File: config.mk
export PLATFORM = sky130hd
export DESIGN_NAME = output_delta_unit_flat
export DESIGN_NICKNAME = d
export VERILOG_FILES = /design/src/rtl/output_delta_unit_if.sv /design/src/rtl/output_delta_unit.sv /design/src/flat_wrapper.sv
export SDC_FILE = /design/constraint.sdc
export NUM_CORES = 1
export LEC_CHECK = 0
export CAP_MARGIN = 25
export CORE_ASPECT_RATIO = 0.9
export CORE_MARGIN = 2
export CORE_UTILIZATION = 50
export CTS_BUF_LIST = sky130_fd_sc_hd__clkbuf_4 sky130_fd_sc_hd__clkbuf_8 sky130_fd_sc_hd__clkbuf_16
export CTS_CLUSTER_DIAMETER = 50
export CTS_CLUSTER_SIZE = 14
export DETAILED_ROUTE_END_ITERATION = 10
export PLACE_DENSITY = 0.78
export SLEW_MARGIN = 20
export SYNTH_ARGS = -nofsm -noshare
export SYNTH_HDL_FRONTEND = slang
export SYNTH_SLANG_ARGS = --single-unit
File: constraint.sdc
create_clock -name clk -period 6.65 [get_ports clk]
set_input_delay 0.665 -clock clk [delete_from_list [all_inputs] [get_ports clk]]
set_output_delay 0.665 -clock clk [all_outputs]
set_load 0.01 [all_outputs]
File: src/rtl/output_delta_unit_if.sv
// Beat stream into the output-delta stage and delta stream out of it.
// The stage itself connects through the slave modport.
interface output_delta_unit_if #(
    parameter int unsigned width = 16,
    parameter int unsigned lanes = 2
);
    logic                   in_valid;
    logic                   in_ready;
    logic [width*lanes-1:0] a_package;
    logic [lanes-1:0]       y_package;
    logic                   out_valid;
    logic                   out_ready;
    logic [width*lanes-1:0] delta_package;

    modport master (
        output in_valid,
        output a_package,
        output y_package,
        output out_ready,
        input  in_ready,
        input  out_valid,
        input  delta_package
    );

    modport slave (
        input  in_valid,
        input  a_package,
        input  y_package,
        input  out_ready,
        output in_ready,
        output out_valid,
        output delta_package
    );
endinterface

File: src/rtl/output_delta_unit.sv
// Output-layer error stage: per-lane cross-entropy deltas (a - y) plus per-sample
// argmax prediction, label extraction and running accuracy counters.
module output_delta_unit #(
    parameter int unsigned n         = 8,
    parameter int unsigned z         = 8,
    parameter int unsigned fi        = 4,
    parameter int unsigned width     = 16,
    parameter int unsigned int_bits  = 5,
    parameter int unsigned frac_bits = 10,
    parameter int unsigned cnt_width = 16
) (
    input  logic                  clk,
    input  logic                  reset,
    input  logic                  clear_stats,
    output_delta_unit_if.slave    bus,
    output logic                  sample_done,
    output logic [$clog2(n)-1:0]  pred_idx,
    output logic [$clog2(n)-1:0]  label_idx,
    output logic                  label_ok,
    output logic                  correct,
    output logic [cnt_width-1:0]  sample_cnt,
    output logic [cnt_width-1:0]  correct_cnt
);
    localparam int unsigned L     = z / fi;
    localparam int unsigned Beats = n / L;
    localparam int unsigned BeatW = (Beats > 1) ? $clog2(Beats) : 1;
    localparam int unsigned IdxW  = $clog2(n);

    localparam logic signed [width:0] One    = (width + 1)'(1) << frac_bits;
    localparam logic signed [width:0] Zero   = '0;
    localparam logic signed [width:0] SatMax = {2'b00, {(width - 1){1'b1}}};
    localparam logic signed [width:0] SatMin = {2'b11, {(width - 1){1'b0}}};

    if (((n % L) != 0) || ((int_bits + frac_bits + 1) != width)) begin : g_bad_cfg
        $error("output_delta_unit: inconsistent parameters");
    end

    typedef enum logic [0:0] {StIdle, StAccum} state_e;

    state_e               state_q, state_d;
    logic [BeatW-1:0]     beat_q, beat_d;
    logic [width-1:0]     max_q;
    logic [IdxW-1:0]      max_idx_q;
    logic [IdxW-1:0]      lbl_q;
    logic [1:0]           ycnt_q;

    logic                 out_valid_q;
    logic [width*L-1:0]   delta_q, delta_d;

    logic                 done_q;
    logic [IdxW-1:0]      pred_q, label_q;
    logic                 label_ok_q, correct_q;
    logic [cnt_width-1:0] scnt_q, scnt_d;
    logic [cnt_width-1:0] ccnt_q, ccnt_d;

    logic                 in_ready;
    logic                 accept;
    logic                 last_beat;
    logic                 complete;
    logic                 first;

    logic [width-1:0]     scan_max;
    logic [IdxW-1:0]      scan_idx;
    logic [IdxW-1:0]      scan_lbl;
    logic [1:0]           scan_cnt;
    logic                 scan_ok;
    logic                 scan_correct;
    logic [width-1:0]     lane_a;
    logic [IdxW-1:0]      elem;

    // Single output register: a new beat may enter whenever the held one drains.
    assign in_ready  = !out_valid_q || bus.out_ready;
    assign accept    = bus.in_valid && in_ready;
    assign last_beat = (beat_q == BeatW'(Beats - 1));
    assign complete  = accept && last_beat;
    assign first     = (state_q == StIdle);

    assign bus.in_ready      = in_ready;
    assign bus.out_valid     = out_valid_q;
    assign bus.delta_package = delta_q;

    assign sample_done = done_q;
    assign pred_idx    = pred_q;
    assign label_idx   = label_q;
    assign label_ok    = label_ok_q;
    assign correct     = correct_q;
    assign sample_cnt  = scnt_q;
    assign correct_cnt = ccnt_q;

    for (genvar k = 0; k < L; k++) begin : g_lane
        logic signed [width:0] diff;
        assign diff = $signed({1'b0, bus.a_package[width*k +: width]})
                    - (bus.y_package[k] ? One : Zero);
        assign delta_d[width*k +: width] = (diff > SatMax) ? SatMax[width-1:0] :
                                           (diff < SatMin) ? SatMin[width-1:0] :
                                                             diff[width-1:0];
    end

    always_comb begin
        state_d = state_q;
        beat_d  = beat_q;
        if (accept) begin
            if (last_beat) begin
                state_d = StIdle;
                beat_d  = '0;
            end else begin
                state_d = StAccum;
                beat_d  = beat_q + 1'b1;
            end
        end
    end

    // Fold this beat's lanes into the running argmax and label; the first beat
    // of a sample starts fresh so stale state from the last sample never leaks.
    always_comb begin
        scan_max = max_q;
        scan_idx = max_idx_q;
        scan_lbl = lbl_q;
        scan_cnt = ycnt_q;
        lane_a   = '0;
        elem     = '0;
        if (first) begin
            scan_lbl = '0;
            scan_cnt = '0;
        end
        for (int unsigned k = 0; k < L; k++) begin
            elem   = IdxW'(32'(beat_q) * L + k);
            lane_a = bus.a_package[width*k +: width];
            if ((first && (k == 0)) || (lane_a > scan_max)) begin
                scan_max = lane_a;
                scan_idx = elem;
            end
            if (bus.y_package[k]) begin
                if (scan_cnt == 2'd0) scan_lbl = elem;
                if (scan_cnt != 2'd2) scan_cnt = scan_cnt + 2'd1;
            end
        end
        scan_ok      = (scan_cnt == 2'd1);
        scan_correct = scan_ok && (scan_idx == scan_lbl);
    end

    // Clear takes priority over a coincident completion.
    always_comb begin
        scnt_d = scnt_q;
        ccnt_d = ccnt_q;
        if (clear_stats) begin
            scnt_d = '0;
            ccnt_d = '0;
        end else if (complete) begin
            if (~&scnt_q) scnt_d = scnt_q + 1'b1;
            if (scan_correct && ~&ccnt_q) ccnt_d = ccnt_q + 1'b1;
        end
    end

    always_ff @(posedge clk or posedge reset) begin
        if (reset) begin
            state_q <= StIdle;
            beat_q  <= '0;
        end else begin
            state_q <= state_d;
            beat_q  <= beat_d;
        end
    end

    always_ff @(posedge clk or posedge reset) begin
        if (reset) begin
            out_valid_q <= 1'b0;
            delta_q     <= '0;
        end else if (accept) begin
            out_valid_q <= 1'b1;
            delta_q     <= delta_d;
        end else if (bus.out_ready) begin
            out_valid_q <= 1'b0;
        end
    end

    always_ff @(posedge clk or posedge reset) begin
        if (reset) begin
            max_q     <= '0;
            max_idx_q <= '0;
            lbl_q     <= '0;
            ycnt_q    <= '0;
        end else if (accept) begin
            max_q     <= scan_max;
            max_idx_q <= scan_idx;
            lbl_q     <= scan_lbl;
            ycnt_q    <= scan_cnt;
        end
    end

    always_ff @(posedge clk or posedge reset) begin
        if (reset) begin
            done_q     <= 1'b0;
            pred_q     <= '0;
            label_q    <= '0;
            label_ok_q <= 1'b0;
            correct_q  <= 1'b0;
            scnt_q     <= '0;
            ccnt_q     <= '0;
        end else begin
            done_q <= complete;
            scnt_q <= scnt_d;
            ccnt_q <= ccnt_d;
            if (complete) begin
                pred_q     <= scan_idx;
                label_q    <= scan_lbl;
                label_ok_q <= scan_ok;
                correct_q  <= scan_correct;
            end
        end
    end
endmodule

File: src/flat_wrapper.sv
// flat-port wrapper written by rule: the top's interface ports become plain ports
module output_delta_unit_flat 
#(
    parameter int unsigned n         = 8,
    parameter int unsigned z         = 8,
    parameter int unsigned fi        = 4,
    parameter int unsigned width     = 16,
    parameter int unsigned int_bits  = 5,
    parameter int unsigned frac_bits = 10,
    parameter int unsigned cnt_width = 16
)
  (clk, reset, clear_stats, sample_done, pred_idx, label_idx, label_ok, correct, sample_cnt, correct_cnt, bus_in_valid, bus_a_package, bus_y_package, bus_out_ready, bus_in_ready, bus_out_valid, bus_delta_package);
  output_delta_unit_if #(.width(width), .lanes(((8) / (4)))) bus_i ();
  input  logic clk;
  input  logic reset;
  input  logic clear_stats;
  output logic sample_done;
  output logic [$clog2(n)-1:0] pred_idx;
  output logic [$clog2(n)-1:0] label_idx;
  output logic label_ok;
  output logic correct;
  output logic [cnt_width-1:0] sample_cnt;
  output logic [cnt_width-1:0] correct_cnt;
  input wire logic [$bits(bus_i.in_valid)-1:0] bus_in_valid;
  input wire logic [$bits(bus_i.a_package)-1:0] bus_a_package;
  input wire logic [$bits(bus_i.y_package)-1:0] bus_y_package;
  input wire logic [$bits(bus_i.out_ready)-1:0] bus_out_ready;
  output wire logic [$bits(bus_i.in_ready)-1:0] bus_in_ready;
  output wire logic [$bits(bus_i.out_valid)-1:0] bus_out_valid;
  output wire logic [$bits(bus_i.delta_package)-1:0] bus_delta_package;
  assign bus_i.in_valid = bus_in_valid;
  assign bus_i.a_package = bus_a_package;
  assign bus_i.y_package = bus_y_package;
  assign bus_i.out_ready = bus_out_ready;
  assign bus_in_ready = bus_i.in_ready;
  assign bus_out_valid = bus_i.out_valid;
  assign bus_delta_package = bus_i.delta_package;
  output_delta_unit #(.n(n), .z(z), .fi(fi), .width(width), .int_bits(int_bits), .frac_bits(frac_bits), .cnt_width(cnt_width)) u_core (.clk(clk), .reset(reset), .clear_stats(clear_stats), .bus(bus_i), .sample_done(sample_done), .pred_idx(pred_idx), .label_idx(label_idx), .label_ok(label_ok), .correct(correct), .sample_cnt(sample_cnt), .correct_cnt(correct_cnt));
endmodule
Figure 1. The metal 3 layer (run 1).
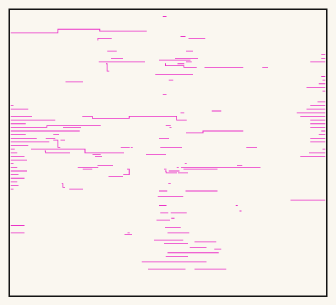
The layer carries 883 um of wire. The longest straight run is 29.4 um. 106 nets have wire on it. The layer holds 5.7% of the routed length. The wires run mostly horizontal.

Figure 2. Local utilization (run 1).
12 x 11 tiles, from white (low) to dark blue (high), 0 to 100% covered.
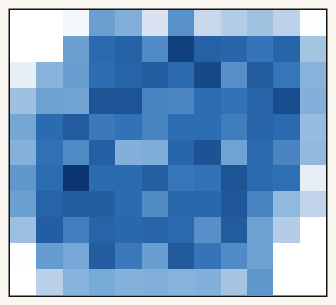
The mean over all tiles is 57%. The fullest tile reaches 98%. 37% of the tiles are over 75% full. 9.1% of the tiles are nearly empty.

Figure 3. Cell placement (run 1).
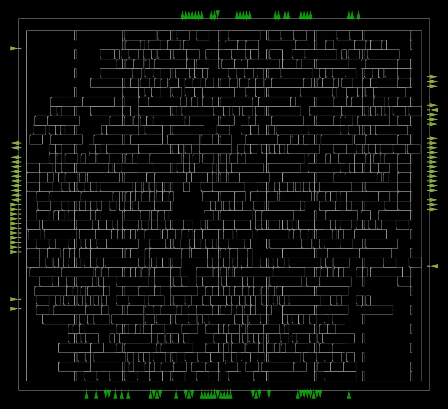
fill cell count: 956
fraction of area in registers: 33.9%
Non-Filler Instances: 945
number of cell rows: 37
core area: 11,400 um2

==> deck_impl_summary.md, run 1 <==
Key Metrics from the Run

Setup path
  – Largest fanout on the critical path: 18
  – FF-to-FF path depth: 19
  – Worst r2r dst: u_core.correct_cnt[4]
  – Worst Setup EP: u_core.correct_cnt[4]
  – R2r startpoint: u_core.max_q[15]
  – Arr. time, crit path: 6120 ps
  – CP startpoint: bus_a_package[13]
  – CP Launch Type: input port
  – Worst endpoint required time: 6920 ps
  – Worst setup path class: in2reg

Synth
  – Unique cell types: 50
  – Compound Share, Synth: 17.1%
  – FA/HA/MAJ Cells, Area Fraction: 9.16%
  – XOR-XNOR Cells, Area Fraction: 2.83%
  – Top cells by area: dfrtp_1, ha_1, o21ai_0, nand2_1, nor2_1
  – YS warnings: 0
  – Synth top cell by count: nand2_1
  – Top-area cell share: 43.0%
  – Mapped Area: 5870 um2
  – Chip area in the Yosys report: 5870 um2
  – Cells after synthesis: 683
  – Post-Syn Area per Cell: 8.60 um2
  – Ys flop type: dfrtp_1
  – Top cell type by total area after synthesis: dfrtp_1
  – Ys async rst share: 100%
  – Register share after synthesis: 43.0%

GRT
  – First-pass GRT wire length: 25,700 um
  – Vias in the first global route: 5,245
  – Gr busiest metal: met2
  – Antenna violations before repair: 0
  – Met2 Track Usage GR: 42.2%
  – Gr usage total: 25.1%
  – Largest net degree at the start of global routing: 92

Die
  – Die Ht: 107 um
  – Tap cells: 156
  – Die area: 12,600 um2
  – Total I/O pin count: 114

Drt
  – 1st-iter DRT viols: 353
  – Met3 WL: 882 um
  – Vias: 5,380
  – Top Layer Used: met4
  – Iteration tally of the first detailed-router pass: 5
  – M1 wire length: 6750 um

Cells and area
  – Non-clock buffer count: 120
  – Area Overhead vs Synth: 26.9%
  – Top cells excl fill/tap: clkdlybuf4s50_1, nand2_1, dfrtp_1, o21ai_0, nor2_1
  – Fin nets: 866
  – Clock network contribution to total cell area: 4.28%
  – Layout non-clock buf frac: 15.8%
  – Logic gate fraction of the total cell area: 41.5%
  – Final Cell Area: 7450 um2
  – Seq_cells: 101
  – Clock buf count: 11
  – Comb gates: 516
  – Comb area: 3090 um2
  – Number of diodes: 0

STA
  – Worst-margin pin slew: 849 ps
  – Slew headroom: 43.4%
  – Minimum clock period: 5850 ps
  – TNS Setup: 0 ps
  – Skew final: 9.03 ps
  – RSZ-0062 raised after global routing: false
  – Final Hold Vio Count: 0
  – Fin crit share: 87.9%

Power and ir drop
  – Sw Pwr: 997 uW
  – P_comb: 1.10 mW
  – Power per cell area: 334 nW/um2
  – Seq group: 828 uW
  – Sw Ratio: 40.1%
  – Cell internal pwr: 1.49 mW
  – Clk power: 557 uW
  – Pleak: 3.27 nW
  – Logic gate share of total power: 44.3%
  – Clock network power share: 22.4%
  – Peak VDD IR: 0.228 mV

Placed design
  – Placer Congestion: 0.948
  – Port bufs: 113
  – Placed Area: 7130 um2

CTS
  – Insertion delay to the later sink of the worst-skew pair: 350 ps
  – Cts bufs inserted: 9
  – Longest Clk Path Bufs: 2
  – CTS sink cnt: 101
  – CTS resizes: 0
  – H-Tree Depth: 3
  – TritonCTS clock tree: yes

Min path
  – Worst Hold End: u_core.ycnt_q[1]
  – Hold wc startpoint: u_core.ycnt_q[1]
  – Hold Crit Class: reg2reg

Outcome
  – Status: finished, final reports clean
==> run 1: metrics by stage <==
step | worst slack, ps | power (mW) | util [%] | std cells | hold WS (ps)
floorplan | 1740 | 1.57 | - | 683 | 442
global placement | 693 | 1.86 | 62.3 | 928 | 463
detailed placement | 524 | 1.92 | 62.4 | 929 | 470
CTS | 855 | 2.49 | 65.2 | 945 | 487
global route | 363 | 2.68 | 65.2 | 945 | 509
finish | 801 | 2.49 | 65.2 | 945 | 483
==> run 1: critical path: stages <==
cell and delay (ps):
clkdlybuf4s50_1 530, ha_1 360, nand4_1 160, nor4_2 330, a21boi_2 270, o31a_1 490, buf_4 300, nor2_1 60
a21oi_1 180, ha_1 290, a21oi_1 130, o21ai_0 90, a221oi_1 360, nor2_1 160, o31a_1 380, o21ai_1 170
nand3b_1 400, or4_1 620, a21oi_1 160
Figure 4. Clock network drawn from the DEF (run 1).
The bar under the picture is 20 um long.
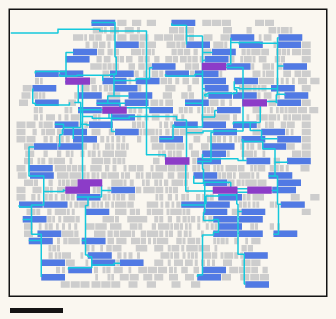

==> run 1 -> run 2 <==
--- a/config.mk
+++ b/config.mk
@@ -5,15 +5,15 @@
 export SDC_FILE = /design/constraint.sdc
 export NUM_CORES = 1
 export LEC_CHECK = 0
-export CAP_MARGIN = 25
-export CORE_ASPECT_RATIO = 0.9
+export CAP_MARGIN = 20
+export CORE_ASPECT_RATIO = 2
 export CORE_MARGIN = 2
-export CORE_UTILIZATION = 50
+export CORE_UTILIZATION = 45
 export CTS_BUF_LIST = sky130_fd_sc_hd__clkbuf_4 sky130_fd_sc_hd__clkbuf_8 sky130_fd_sc_hd__clkbuf_16
 export CTS_CLUSTER_DIAMETER = 50
 export CTS_CLUSTER_SIZE = 14
 export DETAILED_ROUTE_END_ITERATION = 10
-export PLACE_DENSITY = 0.78
+export PLACE_DENSITY = 0.72
 export SLEW_MARGIN = 20
 export SYNTH_ARGS = -nofsm -noshare
 export SYNTH_HDL_FRONTEND = slang
Figure 5. Clock network drawn from the DEF (run 2).
The bar under the picture is 20 um long.
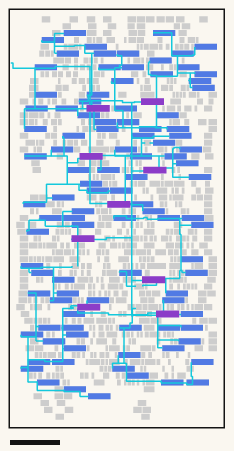
Cyan is clock wires, length 1,290 um. Purple is clock drivers, count 9. Blue is flip-flops, count 101.
Position of the flops: widely spread.
skew final: 9.20 ps
clock network power share: 21.0%
insertion delay to the later sink of the worst-skew pair: 350 ps
Clk power: 506 uW

Figure 6. I/O pins on the die edge (run 2).
Pins as bars across the die edge, other pins in gray.
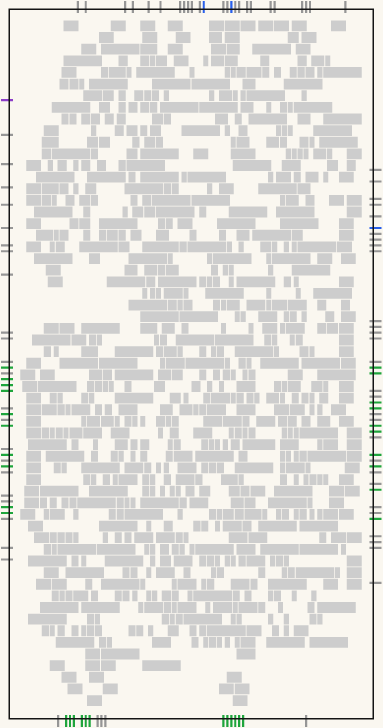
Blue is label_idx, pins 3, direction output, edge 2 north, 1 east. Green is bus_a_package, pins 32, direction input, edge 12 south, 10 east, 10 west. Purple is clk, pins 1, direction input, edge west.
Die Ht: 166 um
port bufs: 113
Die X-Extent: 84.8 um

==> deck_impl_summary.md, run 2 <==
Key Metrics from the Run

Synth
  – Unique cell types: 50 (unchanged)
  – Mux share: 2.02% (unchanged)
  – Top-area cell share: 43.0% (unchanged)
  – Mapped Area: 5870 um2 (unchanged)
  – Compound Share, Synth: 17.1% (unchanged)
  – Ys flop type: dfrtp_1 (unchanged)
  – XOR-XNOR Cells, Area Fraction: 2.83% (unchanged)
  – Synth flops: 101 (unchanged)
  – Top logic family: simple AND/OR/NAND/NOR gates (unchanged)
  – Yosys cell count: 683 (unchanged)
  – Top cell type by total area after synthesis: dfrtp_1 (unchanged)
  – Top cells by count: nand2_1, dfrtp_1, o21ai_0 (unchanged)
  – Ys async rst share: 100% (unchanged)
  – YS warnings: 0 (unchanged)
  – Chip area in the Yosys report: 5870 um2 (unchanged)
  – Synth top cell by count: nand2_1 (unchanged)
  – FA/HA/MAJ Cells, Area Fraction: 9.16% (unchanged)
  – Top cells by area: dfrtp_1, ha_1, o21ai_0, nand2_1, nor2_1 (unchanged)
  – EDFF count, synth: 0 (unchanged)
  – Register share after synthesis: 43.0% (unchanged)
  – Cells after synthesis: 683 (unchanged)
  – Syn_nets: 765 (unchanged)
  – Simple share: 21.5% (unchanged)
  – Post-Syn Area per Cell: 8.60 um2 (unchanged)

Power and ir drop
  – P_comb: 1.09 mW (was 1.10 mW)
  – Sw Ratio: 40.7% (was 40.1%)
  – Pleak: 3.25 nW (was 3.27 nW)
  – Cell internal pwr: 1.43 mW (was 1.49 mW)
  – Sw Pwr: 981 uW (was 997 uW)
  – Power, Total: 2.41 mW (was 2.49 mW)
  – Peak VDD IR: 0.173 mV (was 0.228 mV)
  – Reg power frac: 33.9% (was 33.3%)
  – Seq group: 817 uW (was 828 uW)
  – Logic gate share of total power: 45.1% (was 44.3%)
  – Biggest consumer: combinational cells (unchanged)
  – Power per cell area: 326 nW/um2 (was 334 nW/um2)

Die
  – Init Core Util: 45.7% (was 51.4%)
  – Die area: 14,000 um2 (was 12,600 um2)
  – Number of cell rows: 59 (was 37)
  – Total I/O pin count: 114 (unchanged)
  – Core area: 12,800 um2 (was 11,400 um2)

STA
  – Final Hold Vio Count: 0 (unchanged)
  – RSZ-0062 raised after global routing: false (unchanged)
  – TNS Setup: 0 ps (unchanged)
  – Slew headroom: 34.5% (was 43.4%)
  – Minimum clock period: 5720 ps (was 5850 ps)
  – Max Freq: 175 MHz (was 171 MHz)
  – Setup ws final: 933 ps (was 801 ps)
  – Worst-margin pin slew: 983 ps (was 849 ps)
  – Slew Limit Fails: 0 (unchanged)
  – Worst Hold Slack: 483 ps (about the same)
  – Fin crit share: 86.0% (was 87.9%)
  – Finish-stage setup viols: 0 (unchanged)

Drt
  – WL final: 14,400 um (was 15,400 um)
  – ANT nets after route: 0 (unchanged)
  – Iteration tally of the first detailed-router pass: 6 (was 5)
  – Top Layer Used: met4 (unchanged)
  – 1st-iter DRT viols: 258 (was 353)
  – DR WL met2: 6820 um (was 7380 um)
  – Per-cell routed wire length: 15.3 um (was 16.3 um)
  – Residual DRC count: 0 (unchanged)
  – Vias: 5,203 (was 5,380)
  – Via/cell ratio: 5.54 (was 5.69)
  – M1 wire length: 6650 um (was 6750 um)
  – Met3 WL: 681 um (was 882 um)

Setup path
  – Crit path max-delay family: AND-OR/OR-AND gates (unchanged)
  – Crit-path slowest cell: or4_1 (unchanged)
  – CP Launch Type: input port (unchanged)
  – CP Cell Sequence: clkdlybuf4s50_1 -> ha_1 -> nand4_1 -> nor4_2 -> a21boi_2 -> o31a_1 -> buf_4 -> nor2_1 -> a21oi_1 -> ha_1 -> a21oi_1 -> o21ai_0 -> a221oi_1 -> nor2_1 -> o31a_1 -> o21ai_1 -> nand3b_1 -> or4_1 -> a21oi_1 (unchanged)
  – Largest stage delay, worst path: 600 ps (was 620 ps)
  – Worst setup path class: in2reg (unchanged)
  – Buf+Inv Stages, Crit Path: 2 (unchanged)
  – Worst endpoint required time: 6920 ps (about the same)
  – Arr. time, crit path: 5990 ps (was 6120 ps)
  – Most used cell, CP: a21oi_1 (unchanged)
  – Largest fanout on the critical path: 32 (was 18)
  – Crit end category: register (unchanged)

CTS
  – CTS resizes: 0 (unchanged)
  – Root Driver: clkbuf_16 (unchanged)
  – Cts bufs inserted: 9 (unchanged)
  – H-Tree Depth: 3 (unchanged)
  – Longest Clk Path Bufs: 2 (unchanged)
  – CTS sink cnt: 101 (unchanged)
  – TritonCTS clock tree: yes (unchanged)
  – Reg clk slew, reported paths: 70 ps (about the same)
  – Post-CTS setup repair buffer count: 0 (unchanged)
  – CTS Hold Bufs: 0 (unchanged)

Cells and area
  – Max reg flops: 32 (unchanged)
  – Fin nets: 865 (was 866)
  – Util after Layout: 57.6% (was 65.2%)
  – Area Overhead vs Synth: 26.1% (was 26.9%)
  – Share of layout cells above drive strength 1: 5.20% (was 5.32%)
  – Top cells excl fill/tap: clkdlybuf4s50_1, nand2_1, dfrtp_1, o21ai_0, nor2_1 (unchanged)
  – Number of diodes: 0 (unchanged)
  – Non-Filler Instances: 940 (was 945)
  – Final Cell Area: 7400 um2 (was 7450 um2)
  – Most instantiated logic cell after routing: clkdlybuf4s50_1 (unchanged)

Outcome
  – Status: finished, final reports clean (unchanged)

GRT
  – Met1 usage: 28.9% (was 32.8%)
  – Antenna violations before repair: 0 (unchanged)
  – Met2 Track Usage GR: 34.7% (was 42.2%)
  – Total grt overflow: 0 (unchanged)
  – Gr busiest metal: met2 (unchanged)
  – Met3 track demand over resource: 4.08% (was 4.41%)
  – First-pass GRT wire length: 24,500 um (was 25,700 um)
  – Largest net degree at the start of global routing: 92 (unchanged)
  – Vias in the first global route: 5,052 (was 5,245)
  – Gr usage total: 21.3% (was 25.1%)

Placed design
  – DP HPWL: 10,400 um (was 11,500 um)
  – Placed Area: 7120 um2 (was 7130 um2)
  – Inst Count DP: 924 (was 929)
  – Post-placement setup slack: 633 ps (was 524 ps)
  – Placer Congestion: 0.808 (was 0.948)

Run
  – Maxcap violations: 0 (unchanged)
  – OpenROAD warning count: 28 (unchanged)

Min path
  – Hold Crit Class: reg2reg (unchanged)
-- run 2: final timing paths --
path	cells after the start	to	slack (ps)	startpoint
min reg2reg	2	u_core.max_q[15]	480	u_core.max_q[15]
min	2	u_core.max_q[15]	480	u_core.max_q[15]
max in group asynchronous	3	u_core.max_q[12]	4740	reset
min in group asynchronous	2	u_core.sample_cnt[3]	630	reset
max reg2reg	19	u_core.correct_cnt[4]	1440	u_core.max_q[14]
max	19	u_core.correct_cnt[4]	930	bus_a_package[14]
-- run 2: area by class of cell --
| cell class | count | area [um2] |
|---|---|---|
| fill | 1167 | 5440 |
| multi-input combinational | 516 | 3090 |
| sequential | 101 | 2530 |
| timing repair buffer | 119 | 1180 |
| clock buffer | 9 | 225 |
| tap | 152 | 190 |
| inverter | 36 | 138 |
| clock inverter | 7 | 55.1 |
Power is estimated from default activity; no workload was simulated.
